File: src/rtl/act_pipe_unit_if.sv
// act_pipe_unit_if
// Stream bundle for the activation stage: the flat multi-source sample bus
// with its valid/ready on the input side, and the post-activation sample with
// destination enables and valid/ready on the output side.
//   slave  : the activation stage (consumes in_*, produces out_*)
//   master : the environment (MAC array side and routing fabric side)
interface act_pipe_unit_if #(
    parameter int DATA_W  = 16,
    parameter int NUM_SRC = 4
);
    logic [NUM_SRC*DATA_W-1:0] in_data;
    logic                      in_valid;
    logic                      in_ready;
    logic [DATA_W-1:0]         out_data;
    logic [1:0]                out_en;
    logic                      out_valid;
    logic                      out_ready;

    modport slave (
        input  in_data, in_valid, out_ready,
        output in_ready, out_data, out_en, out_valid
    );

    modport master (
        output in_data, in_valid, out_ready,
        input  in_ready, out_data, out_en, out_valid
    );
endinterface

File: src/rtl/act_pipe_unit.sv
// act_pipe_unit
// Two-stage pipelined activation: selects one of NUM_SRC pre-activation
// sources and applies identity / ReLU / leaky ReLU / clamped ReLU, chosen by a
// run-time config register. Output is a valid/ready stream tagged with two
// destination enables.
// Ports:
//   clk, rst        clock, synchronous active-high reset
//   rtm_en          retime enable; low freezes the pipeline (config still loads)
//   cfg_we/cfg_data config write: [1:0] mode, [4:2] src, [6:5] oen
//   bus (slave)     in_data/in_valid/in_ready, out_data/out_en/out_valid/out_ready
// Optional (macro ACT_STAT_EN):
//   stat_clr        clears stat_cnt
//   stat_cnt        saturating count of emitted samples altered by the function
module act_pipe_unit #(
    parameter int              DATA_W      = 16,
    parameter int              NUM_SRC     = 4,
    parameter int              LEAKY_SHIFT = 3,
    parameter logic [DATA_W-1:0] CLAMP_MAX = 16'h0600
) (
    input  logic        clk,
    input  logic        rst,
    input  logic        rtm_en,
    input  logic        cfg_we,
    input  logic [6:0]  cfg_data,
`ifdef ACT_STAT_EN
    input  logic        stat_clr,
    output logic [15:0] stat_cnt,
`endif
    act_pipe_unit_if.slave bus
);
    localparam logic signed [DATA_W-1:0] CLAMP_S = CLAMP_MAX;

    logic [1:0] cfg_mode;
    logic [2:0] cfg_src;
    logic [1:0] cfg_oen;

    logic                     s1_v;
    logic signed [DATA_W-1:0] s1_x;
    logic [1:0]               s1_mode;
    logic [1:0]               s1_oen;

    logic                     s2_v;
    logic [DATA_W-1:0]        s2_y;
    logic [1:0]               s2_oen;

    logic                     s1_adv, s2_adv, accept;
    logic signed [DATA_W-1:0] sel_x;
    logic signed [DATA_W-1:0] f_y;

    assign s2_adv = rtm_en & (~s2_v | bus.out_ready);
    assign s1_adv = rtm_en & (~s1_v | s2_adv);
    assign accept = bus.in_valid & s1_adv;

    assign bus.in_ready  = s1_adv;
    assign bus.out_valid = s2_v;
    assign bus.out_data  = s2_y;
    assign bus.out_en    = s2_oen;

    // Out-of-range source indices fall through to zero, which is still emitted.
    always_comb begin
        sel_x = '0;
        for (int k = 0; k < NUM_SRC; k++) begin
            if (cfg_src == 3'(k)) sel_x = bus.in_data[k*DATA_W +: DATA_W];
        end
    end

    always_comb begin
        f_y = s1_x;
        case (s1_mode)
            2'b01: if (s1_x < 0) f_y = '0;
            2'b10: if (s1_x < 0) f_y = s1_x >>> LEAKY_SHIFT;
            2'b11: begin
                if (s1_x < 0)            f_y = '0;
                else if (s1_x > CLAMP_S) f_y = CLAMP_S;
            end
            default: f_y = s1_x;
        endcase
    end

    // Config loads independently of rtm_en; a sample accepted on the same edge
    // still sees the old value because S1 samples cfg_* before the update.
    always_ff @(posedge clk) begin
        if (rst) begin
            cfg_mode <= '0;
            cfg_src  <= '0;
            cfg_oen  <= '0;
        end else if (cfg_we) begin
            cfg_mode <= cfg_data[1:0];
            cfg_src  <= cfg_data[4:2];
            cfg_oen  <= cfg_data[6:5];
        end
    end

    always_ff @(posedge clk) begin
        if (rst) begin
            s1_v    <= 1'b0;
            s1_x    <= '0;
            s1_mode <= '0;
            s1_oen  <= '0;
        end else if (s1_adv) begin
            s1_v <= bus.in_valid;
            if (accept) begin
                s1_x    <= sel_x;
                s1_mode <= cfg_mode;
                s1_oen  <= cfg_oen;
            end
        end
    end

    always_ff @(posedge clk) begin
        if (rst) begin
            s2_v   <= 1'b0;
            s2_y   <= '0;
            s2_oen <= '0;
        end else if (s2_adv) begin
            s2_v <= s1_v;
            if (s1_v) begin
                s2_y   <= f_y;
                s2_oen <= s1_oen;
            end
        end
    end

`ifdef ACT_STAT_EN
    // "Modified" means the function took its non-identity branch, so a leaky
    // shift of -1 counts even though the value comes out unchanged.
    logic f_mod;
    logic s2_mod;

    always_comb begin
        f_mod = 1'b0;
        case (s1_mode)
            2'b01, 2'b10: f_mod = (s1_x < 0);
            2'b11:        f_mod = (s1_x < 0) || (s1_x > CLAMP_S);
            default:      f_mod = 1'b0;
        endcase
    end

    always_ff @(posedge clk) begin
        if (rst) begin
            s2_mod <= 1'b0;
        end else if (s2_adv && s1_v) begin
            s2_mod <= f_mod;
        end
    end

    always_ff @(posedge clk) begin
        if (rst || stat_clr || cfg_we) begin
            stat_cnt <= '0;
        end else if (rtm_en && s2_v && bus.out_ready && s2_mod && stat_cnt != 16'hFFFF) begin
            stat_cnt <= stat_cnt + 16'd1;
        end
    end
`endif
endmodule

File: src/flat_wrapper.sv
// flat-port wrapper written by rule: the top's interface ports become plain ports
module act_pipe_unit_flat 
#(
    parameter int              DATA_W      = 16,
    parameter int              NUM_SRC     = 4,
    parameter int              LEAKY_SHIFT = 3,
    parameter logic [DATA_W-1:0] CLAMP_MAX = 16'h0600
)
  (clk, rst, rtm_en, cfg_we, cfg_data, bus_in_data, bus_in_valid, bus_out_ready, bus_in_ready, bus_out_data, bus_out_en, bus_out_valid);
  act_pipe_unit_if #(.DATA_W(DATA_W), .NUM_SRC(NUM_SRC)) bus_i ();
  input  logic clk;
  input  logic rst;
  input  logic rtm_en;
  input  logic cfg_we;
  input  logic [6:0] cfg_data;
  input wire logic [$bits(bus_i.in_data)-1:0] bus_in_data;
  input wire logic [$bits(bus_i.in_valid)-1:0] bus_in_valid;
  input wire logic [$bits(bus_i.out_ready)-1:0] bus_out_ready;
  output wire logic [$bits(bus_i.in_ready)-1:0] bus_in_ready;
  output wire logic [$bits(bus_i.out_data)-1:0] bus_out_data;
  output wire logic [$bits(bus_i.out_en)-1:0] bus_out_en;
  output wire logic [$bits(bus_i.out_valid)-1:0] bus_out_valid;
  assign bus_i.in_data = bus_in_data;
  assign bus_i.in_valid = bus_in_valid;
  assign bus_i.out_ready = bus_out_ready;
  assign bus_in_ready = bus_i.in_ready;
  assign bus_out_data = bus_i.out_data;
  assign bus_out_en = bus_i.out_en;
  assign bus_out_valid = bus_i.out_valid;
  act_pipe_unit #(.DATA_W(DATA_W), .NUM_SRC(NUM_SRC), .LEAKY_SHIFT(LEAKY_SHIFT), .CLAMP_MAX(CLAMP_MAX)) u_core (.clk(clk), .rst(rst), .rtm_en(rtm_en), .cfg_we(cfg_we), .cfg_data(cfg_data), .bus(bus_i));
endmodule
File: config.mk
export PLATFORM = sky130hd
export DESIGN_NAME = act_pipe_unit_flat
export DESIGN_NICKNAME = d
export VERILOG_FILES = /design/src/rtl/act_pipe_unit_if.sv /design/src/rtl/act_pipe_unit.sv /design/src/flat_wrapper.sv
export SDC_FILE = /design/constraint.sdc
export NUM_CORES = 1
export LEC_CHECK = 0
export CORE_MARGIN = 2
export CORE_UTILIZATION = 40
export CTS_BUF_LIST = sky130_fd_sc_hd__clkbuf_16
export DETAILED_ROUTE_END_ITERATION = 8
export GPL_TIMING_DRIVEN = 0
export PLACE_DENSITY_LB_ADDON = 0.08
export RECOVER_POWER = 50
export SYNTH_ARGS = -nofsm -noshare
export SYNTH_HDL_FRONTEND = slang
export SYNTH_SLANG_ARGS = --single-unit
File: constraint.sdc
create_clock -name clk -period 2.2 [get_ports clk]
set_clock_uncertainty 0.15 [all_clocks]
set_input_delay 0.22 -clock clk [delete_from_list [all_inputs] [get_ports clk]]
set_output_delay 0.22 -clock clk [all_outputs]
set_load 0.01 [all_outputs]
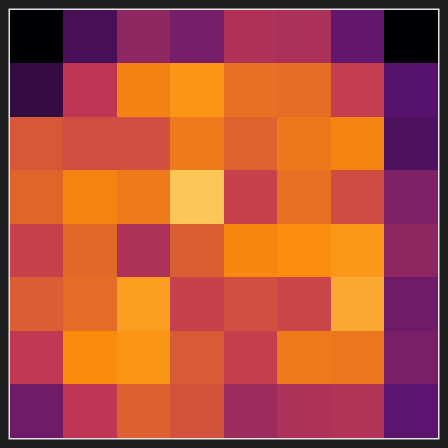
(cell area per tile)
The die is cut into 8 by 8 equal tiles; black is low, pale yellow is high, 0 to 100% covered.
tiles over 75% full: 11%
mean over tiles: 53%
fullest tile: 88%
nearly empty tiles: 3.1%

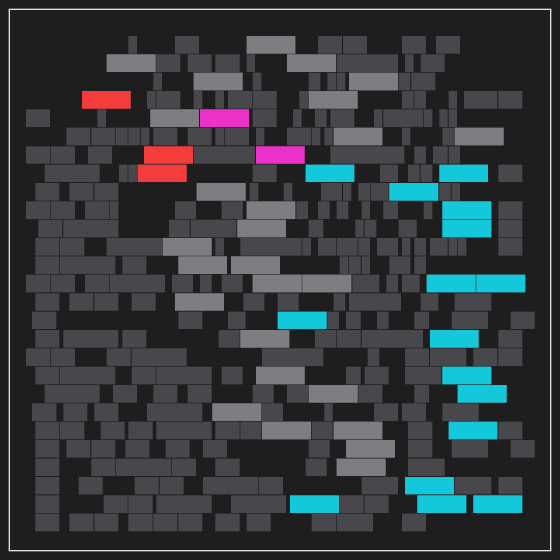
(register map, names as in the netlist)
Other sequential cells in the stronger grey, the rest of the logic in the fainter grey.
legend:
  red:
    signal: u_core.cfg_src
    sequential_cells: 3
  magenta:
    signal: u_core.cfg_mode
    sequential_cells: 2
  cyan:
    signal: u_core.bus.out_data
    sequential_cells: 16

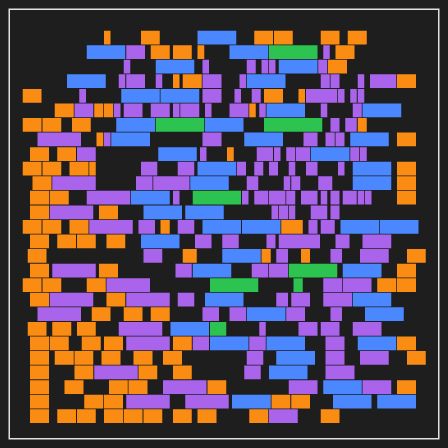
(cell classes on the final placement)
legend:
  blue:
    class: flops
    cells: 47
  orange:
    class: other buffers and delay cells
    cells: 110
  green:
    class: clock drivers and dummy loads
    cells: 8
  purple:
    class: combinational and other logic
    cells: 139
fraction of area in registers: 26.8%
Core Box Area: 0.00554 mm²
final standard cell area without fillers: 0.00350 mm²

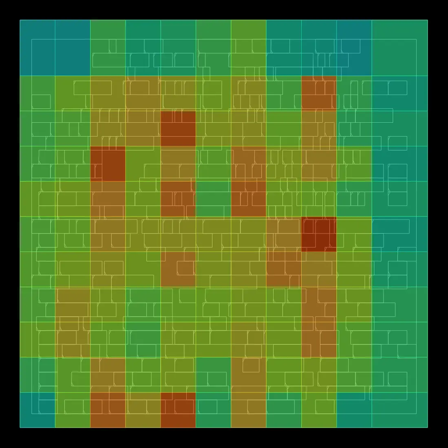
(congestion heat map)
GR met2 Demand/Resource: 30.8%
layer with the highest usage: met2
Wirelength per Cell: 15.1 µm
all-layer global routing usage: 19.6%
fraction of met1 tracks used by global routing: 26.9%

==> datasheet_impl.txt <==
Table: implementation figures

Parameter                              Value

Worst setup path
  CP Data Arrival Time .................. 2010 ps
  Startpoint of the lowest-slack register-to-register path .................. u_core.cfg_src[1]
  Most numerous cell on the critical path .................. sky130_fd_sc_hd__clkbuf_1
  CP Cell Sequence .................. clkbuf_1 > clkbuf_1 > mux4_2 > a22o_1
  Number of cells on the worst reg-to-reg path .................. 4
  Category of cells accounting for the largest share of critical-path delay .................. buffers and inverters
  Crit path max-delay cell type .................. sky130_fd_sc_hd__clkbuf_1
  Setup crit end .................. u_core.s1_x[1]
  Setup Crit Path Kind .................. flop to flop
  Cell count along the critical path .................. 4
  Highest fanout seen on the critical path .................. 10
  Critical Path RT .................. 2230 ps
  Endpoint of the worst register-to-register path .................. u_core.s1_x[1]
  Worst setup slack for register-to-register paths .................. 220 ps
  Delay of the slowest critical-path stage .................. 470 ps
  Worst Path Buf+Inv .................. 2
  Launching instance or port of the critical path .................. u_core.cfg_src[1]
  Category of the worst setup path launch point .................. flop
  Kind of end point of the critical path .................. flop

Timing
  Number of pins with negative max-slew slack in the final report .................. 0
  Worst hold-check slack .................. 297 ps
  Fmax .................. 0.505 GHz
  Worst-case setup margin in the final layout .................. 220 ps
  Tmin final .................. 1980 ps
  Fin crit share .................. 90.0%
  Relative slew margins .................. 63.7%
  Transition time of the tightest slew-check pin .................. 543 ps
  Total count of hold-check failures in the final report .................. 0
  Unrepaired setup endpoints after global routing .................. no
  Total negative slack .................. 0 ps
  Total of endpoints with negative setup slack in the final report .................. 0

Final layout
  Most common cell after layout, fill and taps aside .................. sky130_fd_sc_hd__clkdlybuf4s50_1
  Multi-input gates .................. 137
  Combinational fraction of the cell area .................. 36.5%
  Footprint of the multi-input gates .................. 0.00128 mm²
  Most area-hungry cell class in the final design .................. combinational gates
  Non-clock buffering overhead in the final layout .................. 29.1%
  Total number of nets in the final design .................. 380
  Most frequent cells in the layout .................. 75 x sky130_fd_sc_hd__clkdlybuf4s50_1, 47 x sky130_fd_sc_hd__dfxtp_1, 19 x sky130_fd_sc_hd__nor2_1, 19 x sky130_fd_sc_hd__mux2i_1, 19 x sky130_fd_sc_hd__dlygate4sd3_1
  Final standard cell utilization of the core .................. 63.3%
  Non-filler instance count after layout .................. 376
  Layout-stage area growth over the synthesis result .................. 51.9%
  Area occupied by registers .................. 941 µm²
  Clock buffers and inverters, area share .................. 4.82%
  Layout cell share with drive strength beyond 1 .................. 15.5%
  Count of clock-net buffers in the final layout .................. 5
  Flop Count .................. 47
  Total of fill cells in the finished design .................. 482
  Number of non-clock inverters in the layout .................. 2
  Antenna cell count .................. 0
  Nonclk buf count .................. 110

Place
  Final Wtd Congestion .................. 0.780
  DP HPWL .................. 4.63 mm
  Pre-CTS setup slack .................. 80.8 ps
  Tally of buffers added on design ports .................. 94
  Placed Instance Area .................. 0.00334 mm²
  Cells after DPL .................. 368

Die
  X dimension of the die .................. 79.9 µm
  Tapcells .................. 72
  Floorplan utilization .................. 41.6%
  Die height .................. 79.9 µm
  Total I/O pin count .................. 97
  Number of core rows .................. 27
  DIE AREA .................. 0.00639 mm²

Synth
  Count of yosys warnings during synthesis .................. 0
  Number of unique standard cell types used by synthesis .................. 33
  Cell accounting for the most synthesized area .................. sky130_fd_sc_hd__dfxtp_1
  Dominant flop cell .................. sky130_fd_sc_hd__dfxtp_1
  Net count entering floorplan .................. 279
  FF+latch count, synth .................. 47
  Ys async rst share .................. 0%
  Yosys stat chip area .................. 0.00231 mm²
  Post-Synthesis Mean Instance Area .................. 11.4 µm²
  Dominant cell area share .................. 40.8%
  Count of library flops with an enable pin .................. 0
  Top cell types by occurrence after synthesis .................. 47 x sky130_fd_sc_hd__dfxtp_1, 19 x sky130_fd_sc_hd__mux2i_1, 19 x sky130_fd_sc_hd__nor2_1
  Share of synthesized area occupied by flip-flops and latches .................. 40.8%
  Cells after synthesis .................. 202
  Mapped Area .................. 0.00231 mm²
  Dominant cells by area after synthesis .................. sky130_fd_sc_hd__dfxtp_1 41%, sky130_fd_sc_hd__mux4_2 16%, sky130_fd_sc_hd__mux2i_1 8.2%, sky130_fd_sc_hd__o2bb2ai_2 6.5%, sky130_fd_sc_hd__a22o_1 5.7%
  Top cell type by instance count after synthesis .................. sky130_fd_sc_hd__dfxtp_1
  Number of standard cells reported by yosys .................. 202

Clock network
  CTS Buf Count .................. 5
  Clock tree from TritonCTS .................. yes
  Total of cells resized after clock tree synthesis .................. 0
  Htree depth .................. 2
  Clock-pin slew on the worst setup and hold paths .................. 60 ps
  Total setup buffers inserted after CTS .................. 0
  Worst-skew pair later-pin latency .................. 280 ps
  Total number of clock tree sinks .................. 47
  CTS Root Buffer Type .................. sky130_fd_sc_hd__clkbuf_16
  Total of hold buffers inserted after clock tree synthesis .................. 0
  Maximum buffer depth of the clock tree .................. 2

Power and ir drop
  Sw Share .................. 22.3%
  Power consumed by sequential cells .................. 916 µW
  Combinational power share .................. 16.5%
  Leak Pwr .................. 1.35 nW
  Switching power .................. 472 µW
  P_int .................. 1.64 mW
  Peak supply drop .................. 0.317 mV
  Overall power consumption .................. 2.12 mW
  Dominant power group .................. registers
  Clock network fraction of total power .................. 40.2%
  Sequential power share .................. 43.3%
  Power density of the placed cells .................. 604 mW/mm²
  Reported clock group power .................. 851 µW
  Combinational gate power .................. 349 µW

Global routing
  Met3 Usage GRT .................. 4.64%
  First-pass GRT wire length .................. 9.70 mm
  Largest net degree at the start of global routing .................. 16
  Aggregate global routing overflow .................. 0
  Number of antenna violations at the first check in global routing .................. 0
  Vias in the first global route .................. 1,979

Hold path
  Sink of the worst hold path .................. u_core.cfg_src[0]
  Origin of the worst min-delay path .................. cfg_we
  Min-Delay Path Depth .................. 3
  Class of the most critical hold timing path .................. input port to flop

Detailed routing
  ANT nets after route .................. 0
  Routed vias .................. 1,970
  Post-Route WL .................. 5.69 mm
  DR vias/cell .................. 5.24
  Number of detailed-route iterations in the first pass .................. 4
  Number of remaining DRC errors .................. 0
  Initial DRC count .................. 80

Run
  OpenROAD warning count .................. 26
  Reported max-cap violation count .................. 0

Run status
  Result of the run .................. complete, no violations
## cell families after synthesis
| kind of cell | count (synthesis) | synth area share, % |
|---|---|---|
| simple gates | 47 | 10.6 |
| flops | 47 | 40.8 |
| compound gates | 55 | 21.0 |
| mux | 35 | 23.9 |
| buf+inv | 18 | 3.74 |
## registers in the layout, indices dropped and copies added (netlist names)
name / count
u_core.cfg_mode: 2
u_core.s1_mode: 2
u_core.cfg_oen: 2
u_core.bus.out_data: 16
u_core.bus.out_valid: 1
u_core.s1_v: 1
u_core.cfg_src: 3
u_core.s1_x: 16
u_core.bus.out_en: 2
u_core.s1_oen: 2
## routing by layer
layer	vias up	part of all wire, %
li1	978	-
met3	8	6.1
met5	-	0
met4	0	1.0
met1	917	46
met2	67	47
Power is estimated from default activity; no workload was simulated.
